===== config.mk =====
export PLATFORM = sky130hd
export DESIGN_NAME = rand_seq_arbiter_flat
export DESIGN_NICKNAME = d
export VERILOG_FILES = /design/src/rtl/rand_seq_arbiter_pkg.sv /design/src/rtl/rand_seq_arbiter_if.sv /design/src/rtl/rand_seq_arbiter_rr.sv /design/src/rtl/rand_seq_arbiter.sv /design/src/flat_wrapper.sv
export SDC_FILE = /design/constraint.sdc
export NUM_CORES = 1
export LEC_CHECK = 0
export CORE_AREA = 2 2 233 235
export CTS_CLUSTER_DIAMETER = 100
export DETAILED_ROUTE_END_ITERATION = 8
export DIE_AREA = 0 0 235 237
export RECOVER_POWER = 100
export SLEW_MARGIN = 20
export SYNTH_ARGS = -nofsm -noshare
export SYNTH_HDL_FRONTEND = slang
export SYNTH_HIERARCHICAL = 1
export SYNTH_SLANG_ARGS = --single-unit

===== constraint.sdc =====
create_clock -name clk -period 15.8 [get_ports clk]
set_input_delay 3.95 -clock clk [delete_from_list [all_inputs] [get_ports clk]]
set_output_delay 3.95 -clock clk [all_outputs]
set_load 0.02 [all_outputs]

===== src/rtl/rand_seq_arbiter_pkg.sv =====
// Shared types and constants for the random-sequence arbiter slice.
// Covers the FSM state encoding, the widths and a one-hot to index helper.
package rand_seq_pkg;

  localparam int SEQ_W   = 288;
  localparam int TIMER_W = 8;
  // Requester index width; NUM_REQ never exceeds 8.
  localparam int IDX_W   = 3;

  typedef enum logic [1:0] {
    IDLE    = 2'd0,
    RESEED  = 2'd1,
    GEN     = 2'd2,
    DELIVER = 2'd3
  } state_t;

  function automatic logic [IDX_W-1:0] oh_to_idx(input logic [7:0] oh);
    logic [IDX_W-1:0] idx;
    idx = '0;
    for (int i = 0; i < 8; i++) begin
      if (oh[i]) idx = idx | IDX_W'(i);
    end
    return idx;
  endfunction

endpackage


===== src/rtl/rand_seq_arbiter_if.sv =====
// Requester and generator signals of the arbiter, grouped into a single bundle.
// The arbiter uses the slave view, and the cores/generator use the master view.
interface rand_seq_arbiter_if #(
    parameter int NUM_REQ = 4,
    parameter int SEQ_W   = rand_seq_pkg::SEQ_W
);
    // Handshake: req[i] stays high until requester i sees seq_valid[i] and returns ack[i].
    // seq_data stays stable while seq_valid is high, and it clears on the cycle after ack.
    // The generator is reseeded by a one-cycle gen_reset and runs while gen_enable is high.
    // gen_seq is meaningful only while gen_done is high.
    logic [NUM_REQ-1:0] req;
    logic [NUM_REQ-1:0] ack;
    logic [NUM_REQ-1:0] grant;
    logic [NUM_REQ-1:0] seq_valid;
    logic [SEQ_W-1:0]   seq_data;
    logic               gen_reset;
    logic               gen_enable;
    logic               gen_done;
    logic [SEQ_W-1:0]   gen_seq;

    modport master (
        output req, ack, gen_done, gen_seq,
        input  grant, seq_valid, seq_data, gen_reset, gen_enable
    );

    modport slave (
        input  req, ack, gen_done, gen_seq,
        output grant, seq_valid, seq_data, gen_reset, gen_enable
    );
endinterface


===== src/rtl/rand_seq_arbiter_rr.sv =====
// This is a combinational round-robin picker that returns a one-hot grant.
// It picks the first set request bit at or after ptr, and wraps around to bit 0.
module rr_arbiter
    import rand_seq_pkg::*;
#(
    parameter int NUM_REQ = 4
) (
    input  logic [NUM_REQ-1:0] req,
    input  logic [IDX_W-1:0]   ptr,
    output logic [NUM_REQ-1:0] pick
);
    logic [2*NUM_REQ-1:0] req_dbl;
    logic [2*NUM_REQ-1:0] pick_dbl;
    logic [NUM_REQ-1:0]   req_rot;
    logic [NUM_REQ-1:0]   low_rot;

    // Rotate so that ptr lands on bit 0, then isolate the lowest set bit.
    // Rotate the result back by the same amount.
    assign req_dbl  = {req, req} >> ptr;
    assign req_rot  = req_dbl[NUM_REQ-1:0];
    assign low_rot  = req_rot & (-req_rot);
    assign pick_dbl = {low_rot, low_rot} << ptr;
    assign pick     = pick_dbl[2*NUM_REQ-1:NUM_REQ];
endmodule


===== src/rtl/rand_seq_arbiter.sv =====
// This block shares one reseedable LFSR generator among NUM_REQ requesters in round-robin order.
// The flow is arbitrate, reseed, generate, then deliver the sequence to the owner.
module rand_seq_arbiter
    import rand_seq_pkg::*;
#(
    parameter int NUM_REQ = 4,
    parameter int TIMEOUT = 255
) (
    input  logic                 clk,
    input  logic                 reset,
    rand_seq_arbiter_if.slave    bus,
    output logic                 err,
    input  logic                 err_clr,
    output state_t               state_dbg
);
    state_t               state_q, state_d;
    logic [NUM_REQ-1:0]   grant_q, grant_d;
    logic [NUM_REQ-1:0]   valid_q, valid_d;
    logic [SEQ_W-1:0]     data_q, data_d;
    logic                 gen_reset_q, gen_reset_d;
    logic                 gen_enable_q, gen_enable_d;
    logic                 err_q, err_d;
    logic [IDX_W-1:0]     ptr_q, ptr_d;
    logic [TIMER_W-1:0]   timer_q, timer_d;

    logic [NUM_REQ-1:0]   pick;
    logic [IDX_W-1:0]     grant_idx;
    logic [IDX_W-1:0]     next_ptr;
    logic                 owner_live;

    rr_arbiter #(.NUM_REQ(NUM_REQ)) u_rr (
        .req  (bus.req),
        .ptr  (ptr_q),
        .pick (pick)
    );

    assign grant_idx  = oh_to_idx(8'(grant_q));
    assign next_ptr   = (grant_idx == IDX_W'(NUM_REQ - 1)) ? '0 : grant_idx + IDX_W'(1);
    assign owner_live = |(bus.req & grant_q);

    always_ff @(posedge clk or posedge reset) begin
        if (reset) begin
            state_q      <= IDLE;
            grant_q      <= '0;
            valid_q      <= '0;
            data_q       <= '0;
            gen_reset_q  <= 1'b1;
            gen_enable_q <= 1'b0;
            err_q        <= 1'b0;
            ptr_q        <= '0;
            timer_q      <= '0;
        end else begin
            state_q      <= state_d;
            grant_q      <= grant_d;
            valid_q      <= valid_d;
            data_q       <= data_d;
            gen_reset_q  <= gen_reset_d;
            gen_enable_q <= gen_enable_d;
            err_q        <= err_d;
            ptr_q        <= ptr_d;
            timer_q      <= timer_d;
        end
    end

    always_comb begin
        state_d      = state_q;
        grant_d      = grant_q;
        valid_d      = valid_q;
        data_d       = data_q;
        gen_reset_d  = 1'b0;
        gen_enable_d = gen_enable_q;
        // Set below takes priority over a simultaneous clear.
        err_d        = err_q & ~err_clr;
        ptr_d        = ptr_q;
        timer_d      = timer_q;

        case (state_q)
            IDLE: begin
                grant_d      = '0;
                valid_d      = '0;
                data_d       = '0;
                gen_enable_d = 1'b0;
                timer_d      = '0;
                if (|bus.req) begin
                    grant_d     = pick;
                    gen_reset_d = 1'b1;
                    state_d     = RESEED;
                end
            end
            RESEED, GEN, DELIVER: begin
                // Shared release path covers abandon, timeout and completed delivery.
                if (!owner_live ||
                    (state_q == DELIVER && |(bus.ack & grant_q)) ||
                    (state_q == GEN && !bus.gen_done && timer_q == TIMER_W'(TIMEOUT))) begin
                    if (owner_live && state_q == GEN) err_d = 1'b1;
                    state_d      = IDLE;
                    grant_d      = '0;
                    valid_d      = '0;
                    data_d       = '0;
                    gen_enable_d = 1'b0;
                    timer_d      = '0;
                    ptr_d        = next_ptr;
                end else if (state_q == RESEED) begin
                    // Timer counts GEN cycles including the current one.
                    gen_enable_d = 1'b1;
                    timer_d      = TIMER_W'(1);
                    state_d      = GEN;
                end else if (state_q == GEN) begin
                    if (bus.gen_done) begin
                        data_d       = bus.gen_seq;
                        valid_d      = grant_q;
                        gen_enable_d = 1'b0;
                        state_d      = DELIVER;
                    end else begin
                        timer_d = timer_q + TIMER_W'(1);
                    end
                end
            end
            default: state_d = IDLE;
        endcase
    end

    assign bus.grant      = grant_q;
    assign bus.seq_valid  = valid_q;
    assign bus.seq_data   = data_q;
    assign bus.gen_reset  = gen_reset_q;
    assign bus.gen_enable = gen_enable_q;
    assign err            = err_q;
    assign state_dbg      = state_q;
endmodule


===== src/flat_wrapper.sv =====
// flat-port wrapper written by rule: the top's interface ports become plain ports
module rand_seq_arbiter_flat import rand_seq_pkg::*;
#(
    parameter int NUM_REQ = 4,
    parameter int TIMEOUT = 255
)
  (clk, reset, err, err_clr, state_dbg, bus_req, bus_ack, bus_gen_done, bus_gen_seq, bus_grant, bus_seq_valid, bus_seq_data, bus_gen_reset, bus_gen_enable);
  rand_seq_arbiter_if #(.NUM_REQ(NUM_REQ)) bus_i ();
  input  logic clk;
  input  logic reset;
  output logic err;
  input  logic err_clr;
  output state_t state_dbg;
  input wire logic [$bits(bus_i.req)-1:0] bus_req;
  input wire logic [$bits(bus_i.ack)-1:0] bus_ack;
  input wire logic [$bits(bus_i.gen_done)-1:0] bus_gen_done;
  input wire logic [$bits(bus_i.gen_seq)-1:0] bus_gen_seq;
  output wire logic [$bits(bus_i.grant)-1:0] bus_grant;
  output wire logic [$bits(bus_i.seq_valid)-1:0] bus_seq_valid;
  output wire logic [$bits(bus_i.seq_data)-1:0] bus_seq_data;
  output wire logic [$bits(bus_i.gen_reset)-1:0] bus_gen_reset;
  output wire logic [$bits(bus_i.gen_enable)-1:0] bus_gen_enable;
  assign bus_i.req = bus_req;
  assign bus_i.ack = bus_ack;
  assign bus_i.gen_done = bus_gen_done;
  assign bus_i.gen_seq = bus_gen_seq;
  assign bus_grant = bus_i.grant;
  assign bus_seq_valid = bus_i.seq_valid;
  assign bus_seq_data = bus_i.seq_data;
  assign bus_gen_reset = bus_i.gen_reset;
  assign bus_gen_enable = bus_i.gen_enable;
  rand_seq_arbiter #(.NUM_REQ(NUM_REQ), .TIMEOUT(TIMEOUT)) u_core (.clk(clk), .reset(reset), .bus(bus_i), .err(err), .err_clr(err_clr), .state_dbg(state_dbg));
endmodule

layer_met1.png
The bar under the picture is 50 µm long.
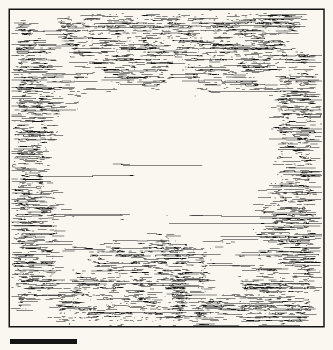
main direction	horizontal
nets with wire on the layer	1918
longest straight run	80.5 µm

layer_met2.png
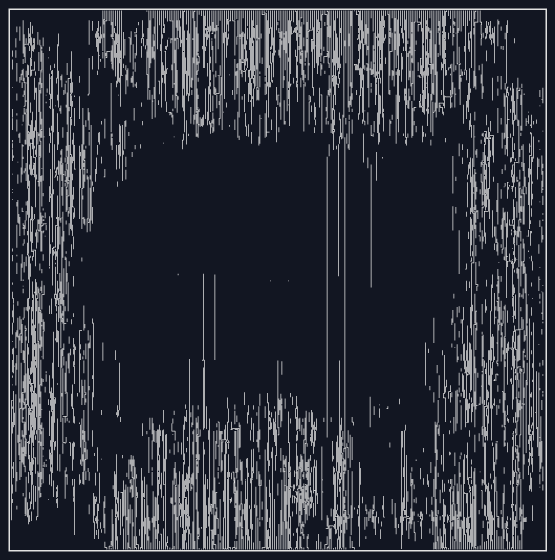
main direction	vertical
longest straight run	137 µm
nets with wire on the layer	1821
wire length on this layer	23.4 mm

layer_met3.png
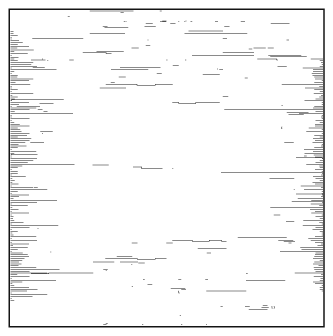
wire length on this layer	3650 µm
nets with wire on the layer	330
main direction	horizontal
share of all routed wire	7.8%

==> PnR_summary.wiki <==
== Implementation results ==
{| class="wikitable"
! Metric !! Value
|-
| Worst min-delay path endpoint || u_core/bus.seq_data[183]$_DFFE_PP0P_
|-
| Most common cell after layout, fill and taps aside || sky130_fd_sc_hd__dfrtp_1
|-
| Clock tree from TritonCTS || done
|-
| Net count, final || approximately 2200
|-
| Max power group || sequential cells
|-
| Met2 usage || a little over a quarter
|-
| Detailed-route via count || 12200
|-
| Synth Flop Type || sky130_fd_sc_hd__dfrtp_1
|-
| Worst voltage drop across the vdd grid || 0.0000949 V
|-
| Die Ht || 237 µm
|-
| Highest clock frequency the design can meet || approximately 0.096 GHz
|-
| Post-synthesis share of cell area spent on and, or, nand and nor gates || 20.1%
|-
| Type of element capturing the critical path || flip-flop
|-
| Max capacitance violation total || 6
|-
| Setup crit start || bus_req[0]
|-
| Count of pins on the block boundary || 601
|-
| Final Cycle Share || 66.3%
|-
| TritonCTS Buffers || 38
|-
| Final sum of negative setup slack || 0 ps
|-
| FA/HA/MAJ Cells, Area Fraction || 0.0965%
|-
| Worst Max-Slew Pin Slew || 4540 ps
|-
| Routed wire length || 46.7 mm
|-
| Pins Over Slew Limit || 449
|-
| RSZ-0062 raised after global routing || false
|-
| GPL Wtd Cong || 0.821
|-
| Number of vias per cell after detailed routing || 4.69
|-
| Outcome || finished, violations left
|-
| Total internal power || 1.57 mW
|-
| Startpoint of the worst hold path || u_core/bus.seq_data[183]$_DFFE_PP0P_
|-
| CP Capture Point || u_core/bus.seq_data[227]$_DFFE_PP0P_
|-
| Antenna violations before repair || 2
|-
| Final Critical Period || 10470 ps
|-
| Final Power || 2.61 mW
|-
| Setup crit start kind || input pin
|-
| Reg2Reg Setup Slack || around 7400 ps
|-
| Violations in the final reports || capacitance limit, slew limit
|-
| Unique cell type count in the Yosys netlist || around 46
|-
| Post-synthesis xor/xnor area fraction || less than 1%
|-
| Mean instance size in the synthesized netlist || 9.57 µm²
|-
| Headroom to the max-slew limit || -204%
|-
| Fraction of standard cell area that is sequential || between 30% and 40%
|-
| Global routing usage summed across all routing layers || between 10% and 20%
|-
| Post-Place Cells || 2542
|-
| Antenna diode count || 1
|}
## stage by stage
step | area, µm² | setup slack (ps) | hold WS, ps
floorplan | 13000 | 3250 | 538
global placement | 19300 | 8070 | 493
detailed placement | 19300 | 7950 | 497
CTS | 20500 | 8500 | 514
global route | 20500 | 4490 | 525
finish | 20500 | 5330 | 513
## routing by layer
layer  part of all wire (%)  wire (µm)
met5                  0.028         13
met4                    2.8       1310
met3                    7.8       3650
met2                     50      23400
met1                     39      18300
## worst max-delay path, stage by stage
cell                            delay [ps]
sky130_fd_sc_hd__dlygate4sd3_1         630
sky130_fd_sc_hd__a22o_1                270
sky130_fd_sc_hd__a221oi_1              460
sky130_fd_sc_hd__or3_1                1360
sky130_fd_sc_hd__clkbuf_1             2830
sky130_fd_sc_hd__buf_4                1150
sky130_fd_sc_hd__a21oi_1               140
Power figures rest on the tool's default switching activity, not on a simulated workload.
